### The clock network, run 1

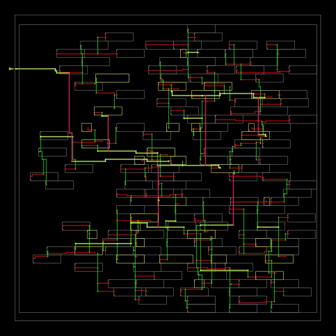
### Met3 routing, run 1

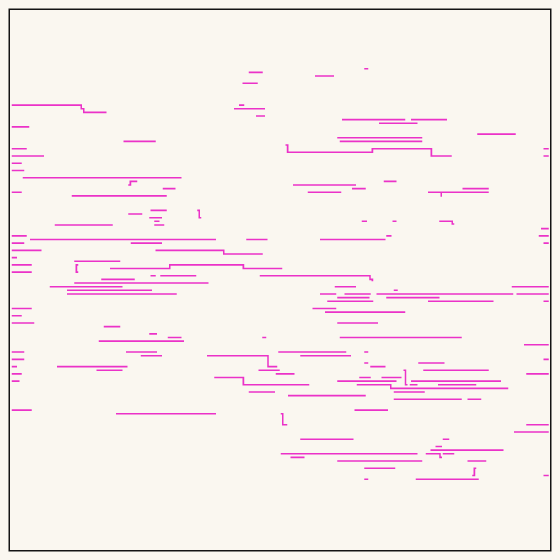
### M2 wires, run 1

Bar = 20 microns.
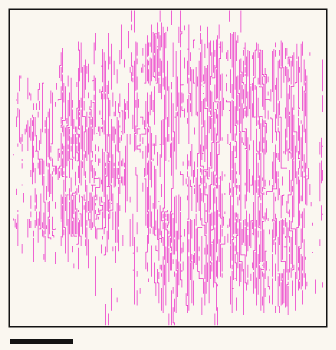
### Supply network, run 1

Bar = 20 microns. Pins as bars on the die edge.
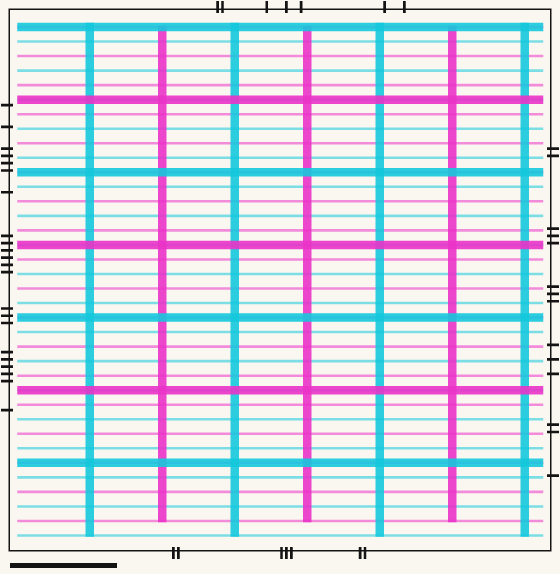
--- config.mk ---
export PLATFORM = sky130hd
export DESIGN_NAME = hyperbus_rx_deser
export DESIGN_NICKNAME = d
export VERILOG_FILES = /design/src/rtl/hyperbus_rx_pkg.sv /design/src/rtl/hyperbus_rx_fifo.sv /design/src/rtl/hyperbus_rx_deser.sv
export SDC_FILE = /design/constraint.sdc
export NUM_CORES = 1
export LEC_CHECK = 0
export ABC_AREA = 1
export CORE_UTILIZATION = 58
export CTS_CLUSTER_SIZE = 40
export DETAILED_ROUTE_END_ITERATION = 12
export PLACE_DENSITY = 0.9
export REMOVE_ABC_BUFFERS = 1
export SYNTH_ARGS = -nofsm -noshare
export SYNTH_HDL_FRONTEND = slang
export SYNTH_SLANG_ARGS = --single-unit
--- constraint.sdc ---
create_clock -name clk_i -period 2.6 [get_ports clk_i]
set_input_delay 0.78 -clock clk_i [delete_from_list [all_inputs] [get_ports clk_i]]
set_output_delay 0.78 -clock clk_i [all_outputs]
set_load 0.01 [all_outputs]
--- src/rtl/hyperbus_rx_pkg.sv ---
// Shared types and defaults for the HyperBus read-data deserializer.
package hyperbus_rx_pkg;

    localparam int unsigned FIFO_DEPTH_DEF = 32'd4;
    localparam int unsigned LEN_W_DEF      = 32'd16;

    typedef enum logic [1:0] {
        ST_IDLE  = 2'd0,
        ST_RECV  = 2'd1,
        ST_DRAIN = 2'd2
    } state_e;

    // The first byte on the bus is the most significant byte of the word.
    function automatic logic [15:0] pack_word(input logic [7:0] first_b, input logic [7:0] second_b);
        return {first_b, second_b};
    endfunction

endpackage

--- src/rtl/hyperbus_rx_fifo.sv ---
// First-word-fall-through word FIFO; DEPTH must be a power of two so the pointers wrap naturally.
module hyperbus_rx_fifo #(
    parameter int unsigned DEPTH = 4
) (
    input  logic        clk_i,
    input  logic        rst_ni,
    input  logic        clr_i,
    input  logic        push_i,
    input  logic [15:0] data_i,
    input  logic        pop_i,
    output logic [15:0] data_o,
    output logic        full_o,
    output logic        empty_o
);

    localparam int unsigned AW       = (DEPTH > 1) ? $clog2(DEPTH) : 1;
    localparam logic [AW:0] FULL_CNT = (AW+1)'(DEPTH);

    logic [AW-1:0] wptr_q, wptr_d, rptr_q, rptr_d;
    logic [AW:0]   cnt_q, cnt_d;
    logic [15:0]   mem_q [DEPTH];
    logic [15:0]   mem_d [DEPTH];
    logic          wr_s, rd_s;

    assign full_o  = (cnt_q == FULL_CNT);
    assign empty_o = (cnt_q == {(AW+1){1'b0}});
    assign data_o  = mem_q[rptr_q];

    // A push into a full FIFO is only taken when a pop frees the slot in the same cycle.
    always_comb begin
        rd_s   = pop_i & ~empty_o;
        wr_s   = push_i & (~full_o | rd_s);
        mem_d  = mem_q;
        wptr_d = wptr_q;
        rptr_d = rptr_q;
        cnt_d  = cnt_q;
        if (clr_i) begin
            wptr_d = {AW{1'b0}};
            rptr_d = {AW{1'b0}};
            cnt_d  = {(AW+1){1'b0}};
        end else begin
            if (wr_s) begin
                mem_d[wptr_q] = data_i;
                wptr_d        = wptr_q + AW'(1);
            end else begin
                wptr_d = wptr_q;
            end
            if (rd_s) begin
                rptr_d = rptr_q + AW'(1);
            end else begin
                rptr_d = rptr_q;
            end
            case ({wr_s, rd_s})
                2'b10:   cnt_d = cnt_q + (AW+1)'(1);
                2'b01:   cnt_d = cnt_q - (AW+1)'(1);
                default: cnt_d = cnt_q;
            endcase
        end
    end

    always_ff @(posedge clk_i or negedge rst_ni) begin
        if (!rst_ni) begin
            wptr_q <= {AW{1'b0}};
            rptr_q <= {AW{1'b0}};
            cnt_q  <= {(AW+1){1'b0}};
            for (int i = 0; i < DEPTH; i++) begin
                mem_q[i] <= 16'h0000;
            end
        end else begin
            wptr_q <= wptr_d;
            rptr_q <= rptr_d;
            cnt_q  <= cnt_d;
            mem_q  <= mem_d;
        end
    end

endmodule

--- src/rtl/hyperbus_rx_deser.sv ---
// HyperBus read-path deserializer: oversamples DQ/RWDS, pairs DDR bytes into words, buffers them in a FWFT FIFO.
module hyperbus_rx_deser
    import hyperbus_rx_pkg::*;
#(
    parameter int unsigned FIFO_DEPTH = FIFO_DEPTH_DEF,
    parameter int unsigned LEN_W      = LEN_W_DEF
) (
    input  logic             clk_i,
    input  logic             rst_ni,
    input  logic             clr_i,
    input  logic             start_i,
    input  logic [LEN_W-1:0] len_i,
    input  logic [7:0]       dq_i,
    input  logic             rwds_i,
    output logic [15:0]      data_o,
    output logic             valid_o,
    input  logic             ready_i,
    output logic             busy_o,
    output logic             done_o,
    output logic             ovf_o
);

    state_e           state_q, state_d;
    logic             rwds1_q, rwds2_q, rwds3_q;
    logic [7:0]       dq1_q, dq2_q;
    logic [LEN_W-1:0] remain_q, remain_d;
    logic             phase_q, phase_d;
    logic [7:0]       hi_q, hi_d;
    logic             ovf_q, ovf_d;
    logic             done_q, done_d;
    logic             edge_s, cap_s, push_s, pop_s, last_s;
    logic             fifo_full_s, fifo_empty_s;

    // dq stage 2 lines up with rwds stage 2, so a detected edge captures the byte sampled with it.
    always_ff @(posedge clk_i or negedge rst_ni) begin
        if (!rst_ni) begin
            rwds1_q <= 1'b0;
            rwds2_q <= 1'b0;
            rwds3_q <= 1'b0;
            dq1_q   <= 8'h00;
            dq2_q   <= 8'h00;
        end else begin
            rwds1_q <= rwds_i;
            rwds2_q <= rwds1_q;
            rwds3_q <= rwds2_q;
            dq1_q   <= dq_i;
            dq2_q   <= dq1_q;
        end
    end

    assign edge_s = rwds2_q ^ rwds3_q;
    assign cap_s  = (state_q == ST_RECV) & edge_s;
    assign push_s = cap_s & phase_q;
    assign pop_s  = ready_i & ~fifo_empty_s;
    assign last_s = (remain_q == LEN_W'(1));

    always_ff @(posedge clk_i or negedge rst_ni) begin
        if (!rst_ni) begin
            state_q <= ST_IDLE;
        end else begin
            state_q <= state_d;
        end
    end

    always_comb begin
        state_d = state_q;
        if (clr_i) begin
            state_d = ST_IDLE;
        end else begin
            case (state_q)
                ST_IDLE:  state_d = (start_i && (len_i != {LEN_W{1'b0}})) ? ST_RECV : ST_IDLE;
                ST_RECV:  state_d = (push_s && last_s) ? ST_DRAIN : ST_RECV;
                ST_DRAIN: state_d = fifo_empty_s ? ST_IDLE : ST_DRAIN;
                default:  state_d = ST_IDLE;
            endcase
        end
    end

    // A dropped word still consumes one count so the burst length stays in step with the bus.
    always_comb begin
        remain_d = remain_q;
        phase_d  = phase_q;
        hi_d     = hi_q;
        ovf_d    = ovf_q;
        done_d   = 1'b0;
        if (clr_i) begin
            remain_d = {LEN_W{1'b0}};
            phase_d  = 1'b0;
            ovf_d    = 1'b0;
        end else begin
            case (state_q)
                ST_IDLE: begin
                    if (start_i && (len_i != {LEN_W{1'b0}})) begin
                        remain_d = len_i;
                        phase_d  = 1'b0;
                        ovf_d    = 1'b0;
                    end else begin
                        done_d = start_i;
                    end
                end
                ST_RECV: begin
                    if (cap_s && !phase_q) begin
                        hi_d    = dq2_q;
                        phase_d = 1'b1;
                    end else if (push_s) begin
                        phase_d  = 1'b0;
                        remain_d = remain_q - LEN_W'(1);
                        ovf_d    = ovf_q | (fifo_full_s & ~pop_s);
                    end else begin
                        phase_d = phase_q;
                    end
                end
                ST_DRAIN: done_d = fifo_empty_s;
                default:  done_d = 1'b0;
            endcase
        end
    end

    always_ff @(posedge clk_i or negedge rst_ni) begin
        if (!rst_ni) begin
            remain_q <= {LEN_W{1'b0}};
            phase_q  <= 1'b0;
            hi_q     <= 8'h00;
            ovf_q    <= 1'b0;
            done_q   <= 1'b0;
        end else begin
            remain_q <= remain_d;
            phase_q  <= phase_d;
            hi_q     <= hi_d;
            ovf_q    <= ovf_d;
            done_q   <= done_d;
        end
    end

    always_comb begin
        busy_o  = (state_q != ST_IDLE);
        valid_o = ~fifo_empty_s;
        done_o  = done_q;
        ovf_o   = ovf_q;
    end

    hyperbus_rx_fifo #(
        .DEPTH (FIFO_DEPTH)
    ) u_fifo (
        .clk_i   (clk_i),
        .rst_ni  (rst_ni),
        .clr_i   (clr_i),
        .push_i  (push_s),
        .data_i  (pack_word(hi_q, dq2_q)),
        .pop_i   (pop_s),
        .data_o  (data_o),
        .full_o  (fifo_full_s),
        .empty_o (fifo_empty_s)
    );

endmodule
==> results.yml, run 1 <==
# synthesis and place-and-route metrics
run:
  warnings: 31
final_timing:
  fin_hold_ws_ns: 0.205
  slew_viol_final: 0
  period_needed_ns: 2.57
power:
  p_int_w: 0.00417
  comb-power_w: 0.00165
  combPwrFrac_pct: 26.5
final_layout:
  drive_above_1_share_pct: 13.6
  flop_area_sq_um: 2980
  fin_area_sq_um: 6880
placed_design:
  pre_cts_ws_ns: -0.0351
  hpwl_microns: 8520
  post-place-cells: 834
floorplan:
  num_io_pins: 50
route:
  met2_wirelength_microns: 7240
  drt-met1-wl_microns: 5310
logic_synthesis:
  numSynthFlops: 119
  netlist_area_sq_um: 5700
  top_cells_by_count: "nand2_1 (186), dfrtp_1 (119), nor2_1 (77), o21ai_0 (60), inv_1 (49)"
  ys_seq_share_pct: 52.3
  synthAoiAreaFrac_pct: 15.6
  yosys_most_used_dff: "dfrtp_1"
  area_leaders: "dfrtp_1 (52%), nand2_1 (12%), o21ai_0 (5.3%)"
  most_common_cell: "nand2_1"
  top_area_share_pct: 52.3
hold_path:
  hold_class: "in -> async"
outcome:
  status: "finished clean"
critical_path:
  max_stage_delay_ns: 0.45
  rr_worst_depth: 11
  r2r_start: "u_fifo.cnt_q[0]"
  cp-start-kind: "register"
global_routing:
  grt_start_max_net_pins: 48
cts:
  hold_buffers: 0
-- 'The clock network' (at the start) --
Seq cells: 119
clock sink count: 119
CTS buffer count: 17
Final Skew: 0.0110 ns
clock-net power: 0.00230 W

-- 'Met3 routing' (at the start) --
nets with wire on the layer: 108
share of all routed wire: 7.6%
longest straight run: 34.5 microns
wire length on this layer: 1060 microns
GR Util met3: 8.67%
Vias: 4951
Routed Wire Length: 13900 microns

-- 'M2 wires' (at the start) --
nets with wire on the layer: 647
share of all routed wire: 52%
wire length on this layer: 7240 microns
main direction: vertical
longest straight run: 36.2 microns
grt met2 use: 51.1%

-- 'Supply network' (at the start) --
legend:
  VDD:
    color: magenta
  VSS:
    color: cyan
met4 straps: 7
rows: 35
met1 rails: 36
met5 straps: 7
total core area: 9370 sq um
peak supply drop: 0.452 mV
chip height: 101 microns
die width: 101 microns

==> run 2: changes to the inputs <==
CORE_MARGIN = 2   (was unset)
### Met3 routing, run 2

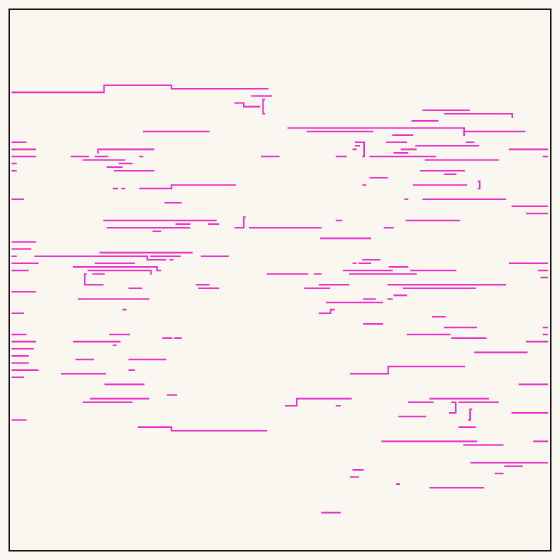
wire length on this layer: 1010 microns
share of all routed wire: 7.2%
Vias: 5012
Routed Wire Length: 14100 microns
GR Util met3: 6.92%

### The clock network, run 2

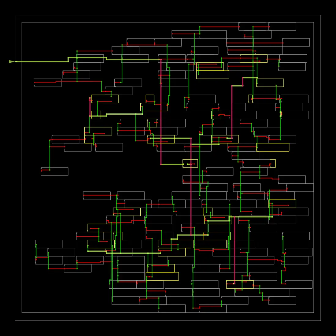
Final Skew: 0.00744 ns
CLK BUF: 18
Skew-Pair Late Insertion Delay: 0.52 ns

### Metal layers overlaid, run 2

Bar = 20 microns. Only two layers are drawn.
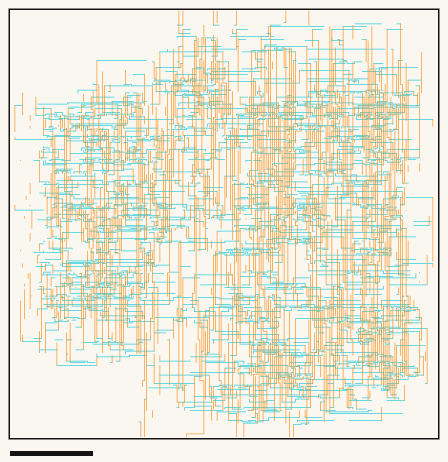
legend:
  metal 2:
    color: orange
    wire_length: 7350 microns
  metal 1:
    color: cyan
    wire_length: 5290 microns
drt wl/cell: 16.2 microns
All-Layer GR Usage: 28.3%

==> results.yml, run 2 <==
# synthesis and place-and-route metrics
hold_path:
  hold_class: "in -> async"
power:
  combPwrFrac_pct: 25.0
  worst_ir_drop_vdd_mv: 0.418
  pwr-share-clk_pct: 40.0
  p_int_w: 0.00450
  comb-power_w: 0.00164
  pg_clk_w: 0.00263
placed_design:
  hpwl_microns: 8440
  pre_cts_ws_ns: 0.00506
  post-place-cells: 837
global_routing:
  met2_usage_pct: 49.1
  grt_start_max_net_pins: 74
  grt_pass1_wl_microns: 22700
floorplan:
  coreArea_sq_um: 9640
  num_io_pins: 50
  dieWidth_microns: 103
route:
  drt-met1-wl_microns: 5290
  met2_wirelength_microns: 7350
logic_synthesis:
  async_reset_ff_share_pct: 100
  yosys_most_used_dff: "dfrtp_1"
  syn_inst: 669
  netlist_area_sq_um: 5700
  simple_gate_share_pct: 22.6
  numSynthFlops: 119
  ys_seq_share_pct: 52.3
  most_common_cell: "nand2_1"
  synthAoiAreaFrac_pct: 15.6
  top_cells_by_count: "nand2_1 (186), dfrtp_1 (119), nor2_1 (77), o21ai_0 (60), inv_1 (49)"
  ys_area_sq_um: 5700
  top_area_share_pct: 52.3
  area_leaders: "dfrtp_1 (52%), nand2_1 (12%), o21ai_0 (5.3%)"
final_timing:
  setup_violations: 0
  fin_hold_ws_ns: 0.260
  slew_viol_final: 0
  period_needed_ns: 2.56
  max-slew-margin-rel_pct: 56.6
cts:
  hold_buffers: 0
  cts.sinks: 119
final_layout:
  fin_area_sq_um: 6960
  flop_area_sq_um: 2980
  design.seq.count: 119
critical_path:
  rr_worst_depth: 11
  max_stage_delay_ns: 0.44
  path_max_fanout: 17
  cp-start-kind: "register"
  r2r_start: "u_fifo.cnt_q[0]"
run:
  warnings: 30
outcome:
  status: "finished clean"
Power figures rest on the tool's default switching activity, not on a simulated workload.
